**Run 1: met3 routing**

Scale bar: 20 microns.
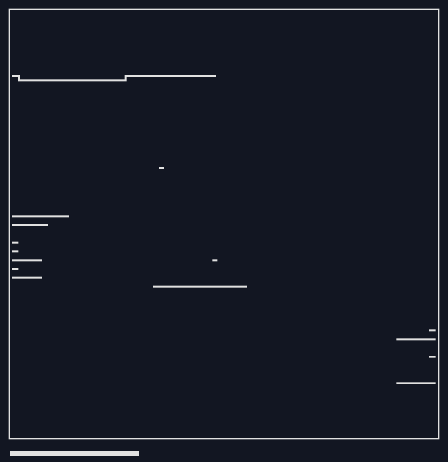
**Run 1: placed cells, one color a class**

Fill, decap, tap and diode cells in gray.
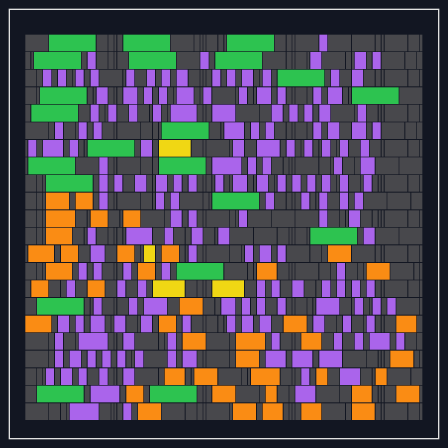
**Run 1: placement view**

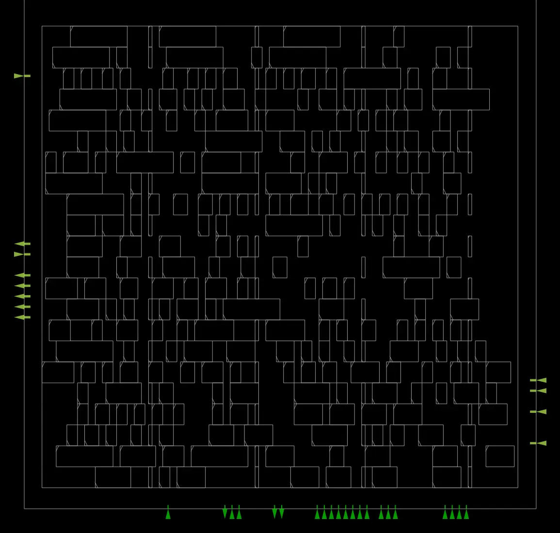
<file path="src/rtl/hazard_ctrl.sv">
// hazard_ctrl: load-use bubble, mispredict squash and data-memory wait sequencing
// for the five-stage RV32I pipeline. Define HAZARD_PERF_CNT_EN for stall/flush perf counters.
module hazard_ctrl #(
    parameter int unsigned LU_CYCLES   = 1,
    parameter int unsigned MEM_TIMEOUT = 255
) (
    input  logic        i_clk,
    input  logic        i_reset,
    input  logic [4:0]  i_id_rs1_addr,
    input  logic [4:0]  i_id_rs2_addr,
    input  logic        i_id_rs1_use,
    input  logic        i_id_rs2_use,
    input  logic [4:0]  i_ex_rd_addr,
    input  logic        i_ex_rd_wren,
    input  logic        i_ex_mem_ren,
    input  logic        i_ex_mispred,
    input  logic        i_dmem_req,
    input  logic        i_dmem_ack,
    output logic        o_pc_hold,
    output logic        o_ifid_hold,
    output logic        o_ifid_flush,
    output logic        o_idex_hold,
    output logic        o_idex_flush,
    output logic        o_exmem_hold,
    output logic [1:0]  o_state,
`ifdef HAZARD_PERF_CNT_EN
    output logic [31:0] o_stall_cnt,
    output logic [31:0] o_flush_cnt,
`endif
    output logic        o_mem_timeout
);

    localparam int unsigned BCNT_W = 2;
    localparam int unsigned WCNT_W = 16;
    localparam logic [BCNT_W-1:0] LU_LOAD = BCNT_W'(LU_CYCLES - 1);
    localparam logic [WCNT_W-1:0] WCNT_MAX = WCNT_W'(MEM_TIMEOUT);

    typedef enum logic [1:0] {
        RUN      = 2'd0,
        LU_STALL = 2'd1,
        MEM_WAIT = 2'd2
    } state_e;

    state_e              state_q, state_d;
    logic [BCNT_W-1:0]   bcnt_q, bcnt_d;
    logic [WCNT_W-1:0]   wcnt_q, wcnt_d;
    logic                tmo_q, tmo_d;
    logic                lu_hit;
    logic                mw;

    assign lu_hit = i_ex_mem_ren & i_ex_rd_wren & (i_ex_rd_addr != 5'd0) &
                    ((i_id_rs1_use & (i_id_rs1_addr == i_ex_rd_addr)) |
                     (i_id_rs2_use & (i_id_rs2_addr == i_ex_rd_addr)));
    assign mw     = i_dmem_req & ~i_dmem_ack;

    always_ff @(posedge i_clk) begin
        if (i_reset) begin
            state_q <= RUN;
            bcnt_q  <= '0;
            wcnt_q  <= '0;
            tmo_q   <= 1'b0;
        end else begin
            state_q <= state_d;
            bcnt_q  <= bcnt_d;
            wcnt_q  <= wcnt_d;
            tmo_q   <= tmo_d;
        end
    end

    // Next state and stage controls; nothing is asserted while reset is high.
    always_comb begin
        state_d      = state_q;
        bcnt_d       = bcnt_q;
        o_pc_hold    = 1'b0;
        o_ifid_hold  = 1'b0;
        o_ifid_flush = 1'b0;
        o_idex_hold  = 1'b0;
        o_idex_flush = 1'b0;
        o_exmem_hold = 1'b0;
        if (!i_reset) begin
            if (mw) begin
                o_pc_hold    = 1'b1;
                o_ifid_hold  = 1'b1;
                o_idex_hold  = 1'b1;
                o_exmem_hold = 1'b1;
                state_d      = MEM_WAIT;
            end else if (i_ex_mispred) begin
                o_ifid_flush = 1'b1;
                o_idex_flush = 1'b1;
                bcnt_d       = '0;
                state_d      = RUN;
            end else begin
                case (state_q)
                    LU_STALL: begin
                        o_pc_hold    = 1'b1;
                        o_ifid_hold  = 1'b1;
                        o_idex_flush = 1'b1;
                        bcnt_d       = bcnt_q - BCNT_W'(1);
                        state_d      = (bcnt_q == BCNT_W'(1)) ? RUN : LU_STALL;
                    end
                    default: begin
                        // RUN, or the ack cycle of MEM_WAIT resuming any frozen bubble count
                        state_d = (bcnt_q != '0) ? LU_STALL : RUN;
                        if (lu_hit) begin
                            o_pc_hold    = 1'b1;
                            o_ifid_hold  = 1'b1;
                            o_idex_flush = 1'b1;
                            if (bcnt_q == '0) begin
                                bcnt_d  = LU_LOAD;
                                state_d = (LU_LOAD != '0) ? LU_STALL : RUN;
                            end
                        end
                    end
                endcase
            end
        end
    end

    // Saturating wait counter with sticky timeout flag.
    always_comb begin
        wcnt_d = '0;
        tmo_d  = tmo_q;
        if (mw) begin
            wcnt_d = (wcnt_q >= WCNT_MAX) ? wcnt_q : wcnt_q + WCNT_W'(1);
            if (wcnt_d == WCNT_MAX) begin
                tmo_d = 1'b1;
            end
        end
    end

    assign o_state       = state_q;
    assign o_mem_timeout = tmo_q;

`ifdef HAZARD_PERF_CNT_EN
    logic [31:0] stall_cnt_q, flush_cnt_q;

    always_ff @(posedge i_clk) begin
        if (i_reset) begin
            stall_cnt_q <= '0;
            flush_cnt_q <= '0;
        end else begin
            if (o_pc_hold) begin
                stall_cnt_q <= stall_cnt_q + 32'd1;
            end
            if (i_ex_mispred && !mw) begin
                flush_cnt_q <= flush_cnt_q + 32'd1;
            end
        end
    end

    assign o_stall_cnt = stall_cnt_q;
    assign o_flush_cnt = flush_cnt_q;
`else
    // Perf counters are not built in this configuration.
`endif

endmodule
</file>
<file path="config.mk">
export PLATFORM = sky130hd
export DESIGN_NAME = hazard_ctrl
export DESIGN_NICKNAME = d
export VERILOG_FILES = /design/src/rtl/hazard_ctrl.sv
export SDC_FILE = /design/constraint.sdc
export NUM_CORES = 1
export LEC_CHECK = 0
export ABC_AREA = 1
export CAP_MARGIN = 40
export CELL_PAD_IN_SITES_DETAIL_PLACEMENT = 1
export CELL_PAD_IN_SITES_GLOBAL_PLACEMENT = 1
export CORE_MARGIN = 2
export CORE_UTILIZATION = 33
export DETAILED_ROUTE_END_ITERATION = 16
export PLACE_DENSITY_LB_ADDON = 0.08
export SYNTH_ARGS = -nofsm -noshare
export SYNTH_HDL_FRONTEND = slang
export SYNTH_SLANG_ARGS = --single-unit
export TNS_END_PERCENT = 100
</file>
<file path="constraint.sdc">
create_clock -name i_clk -period 2.77 [get_ports i_clk]
set_clock_uncertainty 0.15 [all_clocks]
set_input_delay 0.6925 -clock i_clk [delete_from_list [all_inputs] [get_ports i_clk]]
set_output_delay 0.6925 -clock i_clk [all_outputs]
set_load 0.02 [all_outputs]
</file>
==> impl_metrics.yaml, run 1 <==
# yosys + openroad results
floorplanning:
  pin_count: 33
  core_area_sq_um: 3690
  row_count: 22
  die_y_microns: 66.3
critical_path:
  crit_fanout: 2
  cpMostUsedCell: "inv_1"
  path_buffers: 5
  cp_slowest_stage_delay_ns: 0.45
  path_class: "primary input to primary output"
  cp_slowest_cell: "clkdlybuf4s50_1"
  path_cells: "clkdlybuf4s50_1, inv_1, nor2_2, inv_1, nor2_4, buf_4, clkdlybuf4s15_2"
power:
  power.internal_mw: 0.460
  pwr-share-clk_pct: 33.5
  p_sw_mw: 0.164
  p_sw_share_pct: 26.3
synthesis:
  syn_area_sq_um: 1280
  yosysUniqueCellTypes: 23
  syn-num-nets: 231
  syn_area_per_cell_sq_um: 6.31
  ys_cells: 203
  synth_seq_share_pct: 32.8
  ys_chip_area_sq_um: 1280
global_route:
  grt_max_degree: 17
  grtUsageTotal_pct: 17.9
  grt_pass1_vias: 1440
  overflow: 0
  grt_pass1_wl_microns: 5990
  grt_antenna_before_repair: 0
routing:
  first_pass_iters: 4
  first_iter_violations: 34
  drt_drc_violations_left: 0
  wl_per_cell_microns: 11.7
sta:
  post-route-min-period_ns: 2.68
  max_freq_mhz: 373
  slew_headroom_pct: 77.5
  tightestPinTransition_ns: 0.337
  setup_viol: 0
layout:
  nets: 273
  lay_top_count: "nand2_1"
  syn2layout_area_growth_pct: 37.1
  final_util_pct: 47.6
clocking:
  cts_tree: "built"
  cts_hold_buf: 0
  htreeDepth: 1
  clock-sinks: 21
  clk_latency_ns: 0.26
run:
  drv_cap: 0
status:
  outcome: "complete, no violations"
placed_design:
  gp_congestion: 0.817
  dp_hpwl_microns: 2700
Notes on 'met3 routing' above:
nets with wire on the layer = 13
share of all routed wire = 2.5%
wire length on this layer = 84.8 microns

Notes on 'placed cells, one color a class' above:
registers -> green  # cells 21, share of their area 25%
clock drivers and dummy loads -> yellow  # cells 4, share of their area 2.7%
remaining buffers and delay cells -> orange  # cells 42, share of their area 22%
remaining logic cells -> purple  # cells 177, share of their area 50%

Notes on 'placement view' above:
flip-flops: 21
Finished Layout Cells: 292

## run 1: path summary, 6_finish.rpt
path / startpoint / slack [ns] / to / depth (start not counted)
hold / removal: wcnt_q[10] / 0.30 / wcnt_q[10] / 2
setup reg to reg: wcnt_q[0] / 0.81 / o_mem_timeout / 11
setup / recovery: i_dmem_req / 0.09 / o_exmem_hold / 7
hold reg to reg: wcnt_q[10] / 0.30 / wcnt_q[10] / 2
## run 1: cells in the mapped netlist
| cell | instances |
|---|---|
| nor2_4 | 1 |
| inv_2 | 1 |
| nand2_1 | 47 |
| buf_6 | 2 |
| dfxtp_1 | 21 |
| o21ai_0 | 2 |
| nor3_1 | 5 |
| xnor2_1 | 1 |
| nand4_1 | 5 |
| a21oi_2 | 1 |
| o21bai_1 | 1 |
| ha_1 | 4 |
| xor2_1 | 5 |
| nor4_1 | 1 |
| inv_1 | 32 |
| a21oi_1 | 8 |
| nand3_2 | 2 |
| nand3_1 | 19 |
| buf_4 | 2 |
| clkinv_1 | 2 |
| nor2_1 | 39 |
| nand2_2 | 1 |
| buf_2 | 1 |
## run 1: routing by layer
metal	GRT usage [%]	share of wire, %
met1	19.8	45
met2	33.8	51
met3	3.24	2.5
met4	6.12	1.4
met5	0	0
## run 1: metrics by stage
| step | total power, mW | instances |
|---|---|---|
| 2_1_floorplan | 0.360 | 203 |
| 3_5_place_dp | 0.426 | 287 |
| 6_report | 0.623 | 292 |
| 3_3_place_gp | 0.423 | 287 |
| 5_1_grt | 0.655 | 292 |
| 4_1_cts | 0.632 | 291 |
## run 1: power groups by stage
stage	Clock (mW)	Combinational, mW	Sequential (mW)
2_1_floorplan	0	0.0452	0.315
6_report	0.209	0.108	0.307
4_1_cts	0.220	0.106	0.307
3_5_place_dp	0	0.112	0.314
3_3_place_gp	0	0.109	0.314
5_1_grt	0.227	0.120	0.307
## run 1: what timing repair did
item,in CTS,in global routing
pin swaps,9,15
setup endpoints to repair,6,6
resized,44,19
setup buffers,0,1
endpoints found under the hold margin,0,0
## run 1: flip-flops by register name, summed over array words and instances, names as in the netlist
name / cells
o_state: 2
wcnt_q: 16
o_mem_timeout: 1
bcnt_q: 2
## run 1: logic make-up after synthesis
kind of cell    share of synthesized area [%]
fa+ha+maj                                3.91
xor+xnor                                 4.10
flops                                    32.8
buf+inv                                  13.6
compound gates                           5.18
simple gates                             40.4
## run 1: cell type report
type / count / area (sq um)
clock buffers: 3 / 41.3
clock inverters: 1 / 5.00
fillers: 502 / 1930
inverters: 35 / 131
multi-input cells: 142 / 717
flip-flops and latches: 21 / 420
well taps: 48 / 60.1
repair buffers: 42 / 382
## run 1: worst reg2reg max path, stage by stage, from the launching register on
cell and delay, ns:
dfxtp_1 0.41, ha_1 0.22, nand3_2 0.11, inv_2 0.08
nand2_2 0.16, nand2_1 0.20, nand2_1 0.09, nand2_1 0.07
nand3_1 0.07, nor2_1 0.10, nand3_1 0.11, a21oi_2 0.13
**Run 1: met2 routing**

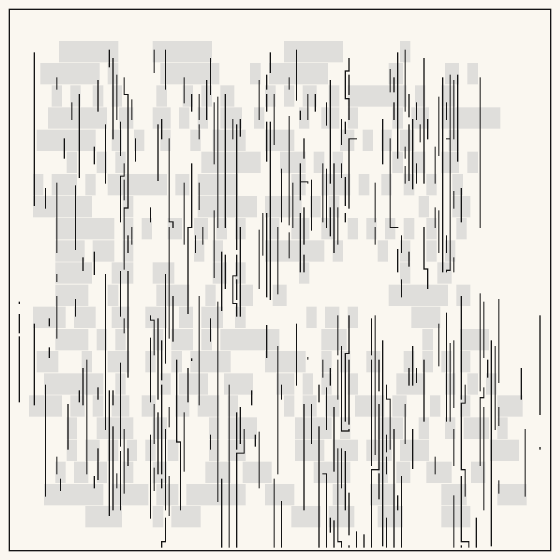

==> run 1 -> run 2 <==
--- a/config.mk
+++ b/config.mk
@@ -12,6 +12,7 @@
 export CORE_MARGIN = 2
 export CORE_UTILIZATION = 33
 export DETAILED_ROUTE_END_ITERATION = 16
+export GPL_ROUTABILITY_DRIVEN = 0
 export PLACE_DENSITY_LB_ADDON = 0.08
 export SYNTH_ARGS = -nofsm -noshare
 export SYNTH_HDL_FRONTEND = slang
**Run 2: met2 routing**

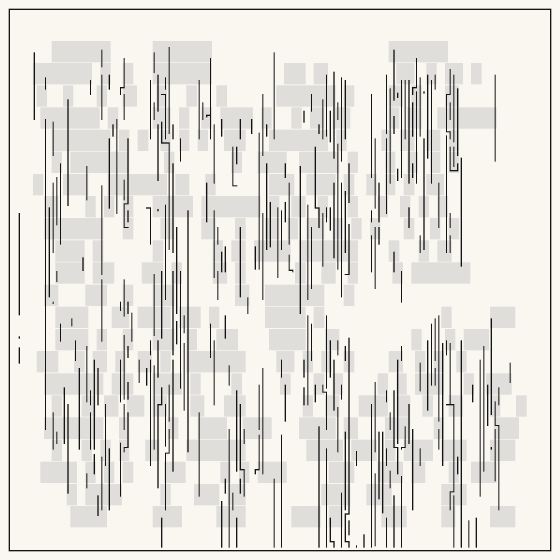
nets with wire on the layer = 228
wire length on this layer = 1780 microns
main direction = vertical
longest straight run = 38.1 microns
share of all routed wire = 52%

**Run 2: placement view**

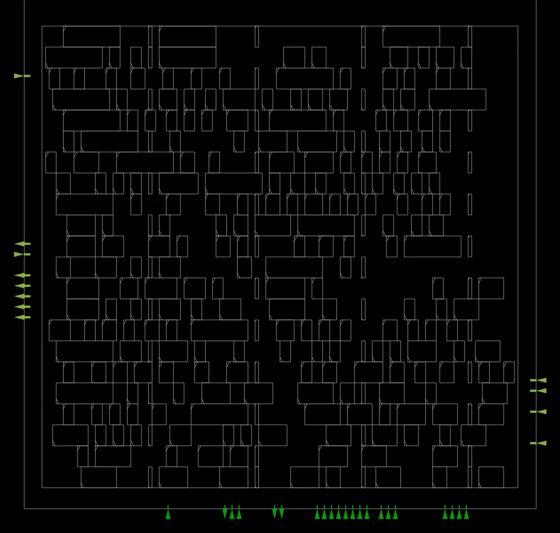
# Taps: 48
core area: 3690 sq um
fillers: 521
Seq area share: 24.1%

==> run 2 against run 1 <==
Effect of this change: area after synthesis unchanged; setup slack better by 0.0079 ns; hold slack better by 0.0064 ns; clock power up 3%; synthesized cell count unchanged; register-to-register slack about the same; die size unchanged; highest routed layer unchanged; sequential share of layout area up 0.21 points; largest power group unchanged; first-iteration DRC count up 76%; core utilization down 0.41 points; critical path type unchanged; cell count unchanged.
==> impl_metrics.yaml, run 2 <==
# yosys + openroad results
critical_path:
  cp_slowest_stage_delay_ns: 0.56
  cp_slowest_cell: "clkdlybuf4s50_1"
  path_class: "primary input to primary output"
  crit_fanout: 7
synthesis:
  synthTopCellsByCount: "nand2_1 (47), nor2_1 (39), inv_1 (32)"
  synthArstFlopShare_pct: 0
  ys_chip_area_sq_um: 1280
  yosysUniqueCellTypes: 23
  syn_area_per_cell_sq_um: 6.31
  edf_count: 0
  synthFlopType: "dfxtp_1"
layout:
  lay_top_count: "nand2_1"
  final_util_pct: 47.2
  nets: 273
  regMostFlops: "wcnt_q"
  syn2layout_area_growth_pct: 35.9
clocking:
  clk_latency_ns: 0.27
  clock-sinks: 21
  cts_tree: "built"
sta:
  slew_headroom_pct: 79.6
  post-route-min-period_ns: 2.68
  setup_viol: 0
  max_freq_mhz: 374
status:
  outcome: "complete, no violations"
routing:
  drt_drc_violations_left: 0
  wl_per_cell_microns: 11.7
run:
  drv_cap: 0
placed_design:
  dp_hpwl_microns: 2750
global_route:
  grt_pass1_wl_microns: 6090
  grt_pass1_vias: 1422
  grt_antenna_before_repair: 0
floorplanning:
  row_count: 22
[run 2: worst max-delay path, delay by kind of cell]
kind | cells | cell delay [ns]
AND/OR/NAND/NOR | 1 | 0.23
buffers and inverters | 2 | 0.91
[run 2: report_power, final]
part | switching [mW] | internal [mW] | total, mW
sequential | 0.00215 | 0.305 | 0.307
clock | 0.114 | 0.102 | 0.216
combinational | 0.0527 | 0.0533 | 0.106
total | 0.169 | 0.460 | 0.628
[run 2: metal layers]
| metal | up-vias | track usage, % | wire (microns) | part of all wire [%] |
|---|---|---|---|---|
| met2 | 16 | 33.6 | 1780 | 52 |
| met5 | - | 0 | 0 | 0 |
| met4 | 0 | 4.59 | 24 | 0.70 |
| met1 | 610 | 20.0 | 1510 | 44 |
| li1 | 708 | - | - | - |
| met3 | 2 | 4.09 | 104 | 3.0 |
[run 2: area by class of cell]
type / instances / area, sq um
fillers: 521 / 1950
multi-input cells: 142 / 717
flip-flops and latches: 21 / 420
repair buffers: 42 / 364
inverters: 35 / 131
well taps: 48 / 60.1
clock buffers: 3 / 41.3
clock inverters: 1 / 7.51
[run 2: final timing paths]
| check | startpoint | endpoint | slack [ns] | cells after the start |
|---|---|---|---|---|
| max reg2reg | wcnt_q[0] | o_mem_timeout | 0.82 | 12 |
| min reg2reg | wcnt_q[14] | wcnt_q[14] | 0.31 | 2 |
| min | wcnt_q[14] | wcnt_q[14] | 0.31 | 2 |
| max | i_reset | o_ifid_flush | 0.09 | 3 |
[run 2: per-stage QoR]
| step | setup TNS, ns | total power, mW |
|---|---|---|
| 2_1_floorplan | 0 | 0.360 |
| 3_3_place_gp | -2.72 | 0.422 |
| 3_5_place_dp | -2.85 | 0.424 |
| 4_1_cts | 0 | 0.635 |
| 5_1_grt | -0.0267 | 0.657 |
| 6_report | 0 | 0.628 |
[run 2: kinds of logic (layout without fill, tap and decap cells)]
| group | after synthesis | after routing | synth area share [%] |
|---|---|---|---|
| and+or+nand+nor | 120 | 120 | 40.4 |
| buffers and inverters | 40 | 81 | 13.6 |
| DFF | 21 | 21 | 32.8 |
| AOI/OAI and AO/OA | 12 | 12 | 5.18 |
| xor gates and xnor gates | 6 | 6 | 4.10 |
| adders and majority gates | 4 | 4 | 3.91 |
[run 2: what timing repair did]
action                     4_1_cts  5_1_grt
resized                         44       14
setup endpoints to repair        6        5
buffers inserted                 1        1
pin swaps                       11       12
Power figures rest on the tool's default switching activity, not on a simulated workload.
